File: config.mk
export PLATFORM = sky130hd
export DESIGN_NAME = timekeep_scheduler
export DESIGN_NICKNAME = d
export VERILOG_FILES = /design/src/rtl/clock_pkg.sv /design/src/rtl/alarm_fsm.sv /design/src/rtl/timekeep_scheduler.sv
export SDC_FILE = /design/constraint.sdc
export NUM_CORES = 1
export LEC_CHECK = 0
export ABC_AREA = 0
export CAP_MARGIN = 5
export CORE_ASPECT_RATIO = 0.9
export CORE_MARGIN = 2
export CORE_UTILIZATION = 35
export DETAILED_ROUTE_END_ITERATION = 7
export RECOVER_POWER = 50
export SYNTH_ARGS = -nofsm -noshare
export SYNTH_HDL_FRONTEND = slang
export SYNTH_SLANG_ARGS = --single-unit
File: constraint.sdc
create_clock -name clk -period 3.5 [get_ports clk]
set_input_delay 0.35 -clock clk [delete_from_list [all_inputs] [get_ports clk]]
set_output_delay 0.35 -clock clk [all_outputs]
set_load 0.01 [all_outputs]
File: src/rtl/clock_pkg.sv
// Shared definitions for the clock slice: field limits, request source
// indices and the alarm state encoding.
package clock_pkg;

    localparam logic [5:0]  SEC_MAX = 6'd59;
    localparam logic [5:0]  MIN_MAX = 6'd59;
    localparam int unsigned NUM_SRC = 6;

    // Source index doubles as priority: lower index wins the grant.
    typedef enum logic [2:0] {
        SRC_TICK = 3'd0,
        SRC_SEC  = 3'd1,
        SRC_MIN  = 3'd2,
        SRC_HRS  = 3'd3,
        SRC_AL   = 3'd4,
        SRC_TOG  = 3'd5
    } src_e;

    typedef enum logic [1:0] {
        OFF     = 2'd0,
        ARMED   = 2'd1,
        RINGING = 2'd2
    } alarm_state_t;

    function automatic logic [5:0] inc_wrap(input logic [5:0] v, input logic [5:0] max);
        return (v == max) ? '0 : v + 6'd1;
    endfunction

endpackage

File: src/rtl/alarm_fsm.sv
// Alarm arming/ringing state machine with auto-silence ring counter.
// Driven purely by commit strobes and before/after match flags from the top.
module alarm_fsm
    import clock_pkg::*;
#(
    parameter int unsigned ALARM_TIMEOUT_S = 60
) (
    input  logic clk,
    input  logic reset,
    input  logic tick_commit,
    input  logic tog_commit,
    input  logic time_commit,
    input  logic match_before,
    input  logic match_after,
    output logic al_on,
    output logic alarm
);

    alarm_state_t state;
    logic [5:0]   ring_cnt;

    always_ff @(posedge clk) begin
        if (reset) begin
            state    <= OFF;
            ring_cnt <= '0;
            al_on    <= 1'b0;
            alarm    <= 1'b0;
        end else begin
            case (state)
                OFF: begin
                    if (tog_commit) begin
                        state <= ARMED;
                        al_on <= 1'b1;
                    end
                end
                ARMED: begin
                    if (tog_commit) begin
                        state <= OFF;
                        al_on <= 1'b0;
                    end else if (time_commit && !match_before && match_after) begin
                        state    <= RINGING;
                        alarm    <= 1'b1;
                        ring_cnt <= '0;
                    end
                end
                RINGING: begin
                    if (tog_commit) begin
                        state <= OFF;
                        al_on <= 1'b0;
                        alarm <= 1'b0;
                    end else if (tick_commit) begin
                        // The tick that caused entry is not counted; this is the Nth tick after it.
                        if (ring_cnt == 6'(ALARM_TIMEOUT_S - 1)) begin
                            state <= ARMED;
                            alarm <= 1'b0;
                        end else begin
                            ring_cnt <= ring_cnt + 6'd1;
                        end
                    end
                end
                default: begin
                    state <= OFF;
                    al_on <= 1'b0;
                    alarm <= 1'b0;
                end
            endcase
        end
    end

endmodule

File: src/rtl/timekeep_scheduler.sv
// Time/alarm register owner: latches tick and button requests as pending,
// grants one per cycle by fixed priority and commits the field update.
module timekeep_scheduler
    import clock_pkg::*;
#(
    parameter int unsigned AL_STEP         = 10,
    parameter int unsigned HOURS_MAX       = 12,
    parameter int unsigned ALARM_TIMEOUT_S = 60
) (
    input  logic       clk,
    input  logic       reset,
    input  logic       tick_1hz,
    input  logic       sec_adj,
    input  logic       min_adj,
    input  logic       hrs_adj,
    input  logic       al_adj,
    input  logic       al_toggle,
    output logic [5:0] seconds,
    output logic [5:0] minutes,
    output logic [3:0] hours,
    output logic [5:0] al_minutes,
    output logic [3:0] al_hours,
    output logic       al_on,
    output logic       alarm,
    output logic       dropped
);

    logic [NUM_SRC-1:0] pulses;
    logic [NUM_SRC-1:0] pending;
    logic [NUM_SRC-1:0] grant;

    logic [5:0] sec_n, min_n, alm_n;
    logic [3:0] hrs_n, alh_n;
    logic       match_before, match_after;

    function automatic logic [3:0] hr_inc(input logic [3:0] h);
        return (h == 4'(HOURS_MAX - 1)) ? 4'd0 : h + 4'd1;
    endfunction

    assign pulses = {al_toggle, al_adj, hrs_adj, min_adj, sec_adj, tick_1hz};

    // Isolate the lowest set bit: index 0 (TICK) has the highest priority.
    assign grant = pending & (~pending + NUM_SRC'(1));

    always_comb begin
        sec_n = seconds;
        min_n = minutes;
        hrs_n = hours;
        alm_n = al_minutes;
        alh_n = al_hours;
        if (grant[SRC_TICK]) begin
            sec_n = inc_wrap(seconds, SEC_MAX);
            if (seconds == SEC_MAX) begin
                min_n = inc_wrap(minutes, MIN_MAX);
                if (minutes == MIN_MAX) begin
                    hrs_n = hr_inc(hours);
                end
            end
        end
        if (grant[SRC_SEC]) begin
            sec_n = inc_wrap(seconds, SEC_MAX);
        end
        if (grant[SRC_MIN]) begin
            min_n = inc_wrap(minutes, MIN_MAX);
        end
        if (grant[SRC_HRS]) begin
            hrs_n = hr_inc(hours);
        end
        if (grant[SRC_AL]) begin
            if (al_minutes == 6'(60 - AL_STEP)) begin
                alm_n = '0;
                alh_n = hr_inc(al_hours);
            end else begin
                alm_n = al_minutes + 6'(AL_STEP);
            end
        end
    end

    assign match_before = (hours == al_hours) && (minutes == al_minutes);
    assign match_after  = (hrs_n == alh_n) && (min_n == alm_n);

    always_ff @(posedge clk) begin
        if (reset) begin
            pending    <= '0;
            dropped    <= 1'b0;
            seconds    <= '0;
            minutes    <= '0;
            hours      <= '0;
            al_minutes <= '0;
            al_hours   <= '0;
        end else begin
            pending    <= (pending & ~grant) | pulses;
            dropped    <= dropped | (|(pulses & pending & ~grant));
            seconds    <= sec_n;
            minutes    <= min_n;
            hours      <= hrs_n;
            al_minutes <= alm_n;
            al_hours   <= alh_n;
        end
    end

    alarm_fsm #(
        .ALARM_TIMEOUT_S(ALARM_TIMEOUT_S)
    ) u_alarm_fsm (
        .clk          (clk),
        .reset        (reset),
        .tick_commit  (grant[SRC_TICK]),
        .tog_commit   (grant[SRC_TOG]),
        .time_commit  (|grant[SRC_AL:SRC_TICK]),
        .match_before (match_before),
        .match_after  (match_after),
        .al_on        (al_on),
        .alarm        (alarm)
    );

endmodule

==> images/ff_map.png <==
Other sequential cells in the stronger gray, the rest of the logic in the fainter gray.
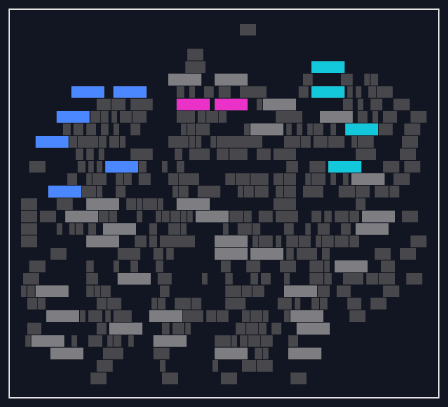
signal	color	flops
u_alarm_fsm.state	magenta	2
al_hours	cyan	4
u_alarm_fsm.ring_cnt	blue	6
not colored	31

==> images/route_heat.png <==
The die is cut into 19 by 17 equal tiles; dark blue is low, red is high, scaled to the fullest tile. Values are wire area over tile area, all layers added.
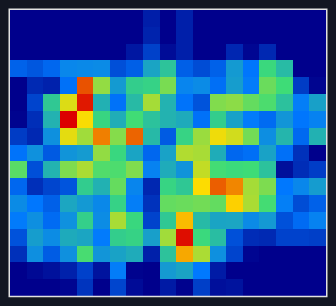
fullest tile	0.44
densest ninth of the die	center
nearly empty tiles	25%
Post-Route WL: 5890 um
via count: 2262
GRT Util Overall: 15.55%
mean routed wirelength per cell: 13.73 um

==> images/clock_wires.png <==
The bar under the picture is 20 um long.
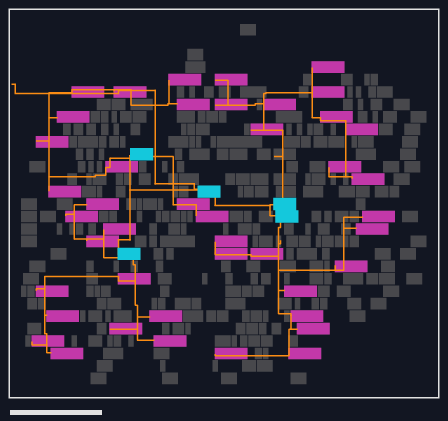
[clock-net drivers] cyan | count: 5
[clock wires] orange | length: 562 um
[flip-flops] magenta | count: 43
flops lie	spread over the die
routed clock nets	6
clk_skew: 0.003351 ns
clock share of power: 31.4%
Clock Latency Late Sink: 0.29 ns
clock-net power: 0.000345 W

## worst max-delay path, delay by kind of cell, from the launching register on
family,cells,cell delay (ns)
flip-flops,1,0.47
multiplexers,1,0.24
AND/OR/NAND/NOR,5,1.51
XOR/XNOR,1,0.14
AND-OR/OR-AND,2,0.64
adder cells (fa/ha/maj),1,0.26
## kinds of logic after synthesis
| kind of cell | Yosys count | synth area share, % |
|---|---|---|
| and+or+nand+nor | 116 | 25.09 |
| AOI/OAI and AO/OA | 77 | 20.77 |
| adders and majority gates | 10 | 4.958 |
| buffers and inverters | 19 | 3.173 |
| xor gates and xnor gates | 23 | 8.280 |
| DFF | 43 | 34.11 |
| muxes | 9 | 3.619 |
==> run summary <==
Sw Ratio -> 28.38%
First-pass GRT wire length -> 10090 um
Wire length on met2 -> 2669 um
Seq. cell area -> 860.8 um2
H-tree depth -> 2
Final tally of setup violations -> 0
Post-Syn Area per Cell -> 8.497 um2
Most used flip-flop cell -> dfxtp_1
Placer congestion estimate -> 0.7765
Largest cell class -> combinational gates
Final nets -> 353
Post-Syn Area -> 0.002524 mm2
Fin cells -> 429
Cycle use final -> 94.74%
Hold_sp -> u_alarm_fsm.alarm
CTS Root Cell -> clkbuf_8
Crit path cell chain -> ha_1 > nor2b_1 > nand4_1 > and2_1 > mux2i_1 > xor2_1 > or3_4 > o41a_1 > or3_1 > a21oi_1
Leakage -> 1.254 nW
CTS buffer count -> 5
Yosys Chip Area -> 0.002524 mm2
Port Buffer Count -> 36
CP Max Fanout -> 6
Unrepaired setup endpoints after global routing -> no
Layout clock area frac -> 3.251%
CTS resizes -> 0
Status -> completed
Clock Buffer Count -> 8
Number of enable flip-flop cells -> 0
Sequential share of power -> 48.4%
Highest routed metal layer -> met4
Post-Route Setup TNS -> 0 ns
Logic area -> 0.001574 mm2
Largest area contributor in the netlist -> dfxtp_1
Hold depth -> 1
Pint -> 0.0007858 W
Metal-1 WL -> 2922 um
Top cell type's share of synthesized area -> 34.11%
Dominant logic cell type in the layout -> dfxtp_1
Placed instance area -> 0.002984 mm2
Critical Path Sink -> u_alarm_fsm.ring_cnt[0]
Signal inverters -> 9
Sink Count -> 43
Flop-to-flop setup slack -> 0.18 ns
Die span in y -> 84.56 um
Yosys warns -> 0
Critical Path End Type -> register
Met3 WL -> 259 um
Final min period -> 3.316 ns
Final setup margin -> 0.1840 ns
Tap cells -> 93
Cell with the most instances after synthesis -> dfxtp_1
Congestion Overflow GR -> 0
Final core occ -> 43.97%
Core area -> 0.007003 mm2
Slew headroom -> 37.97%
Fin area -> 0.003079 mm2
Pins Over Slew Limit -> 0
Met2 Usage GRT -> 25.18%
Postcts setup bufs -> 0
Clock-pin slew on the worst setup and hold paths -> 0.08 ns
Chip area -> 0.007906 mm2
Distinct cells, synth -> 62
CTS tree -> built
Core Rows -> 29
Flop count -> 43
Share of cells above drive strength 1 -> 6.548%
Startpoint types -> register
Ys async rst share -> 0%
Syn-to-layout area delta -> 22.01%
Routed vias/inst -> 5.273
R2R depth -> 10
Logic power comb -> 0.000221 W
Hold Path End -> u_alarm_fsm.alarm
# hold bufs at CTS -> 0
Worst r2r dst -> u_alarm_fsm.ring_cnt[0]
Clock buffer depth -> 2
Logic pwr share -> 20.2%
Largest net degree at the start of global routing -> 27
Grt met1 use -> 21.77%
Dpl cells -> 420
Buffers, non-clock -> 41
PD cells -> 356.3 mW/mm2
OpenROAD warning count -> 29
Comb gates -> 235
Fillers -> 726
Mapped Cells -> 297
Most frequent cells in the layout -> dfxtp_1, nor2_1, dlygate4sd3_1
Die span in x -> 93.51 um
HPWL after DPL -> 4561 um
Worst VDD drop -> 0.0001543 V
Power is estimated from default activity; no workload was simulated.
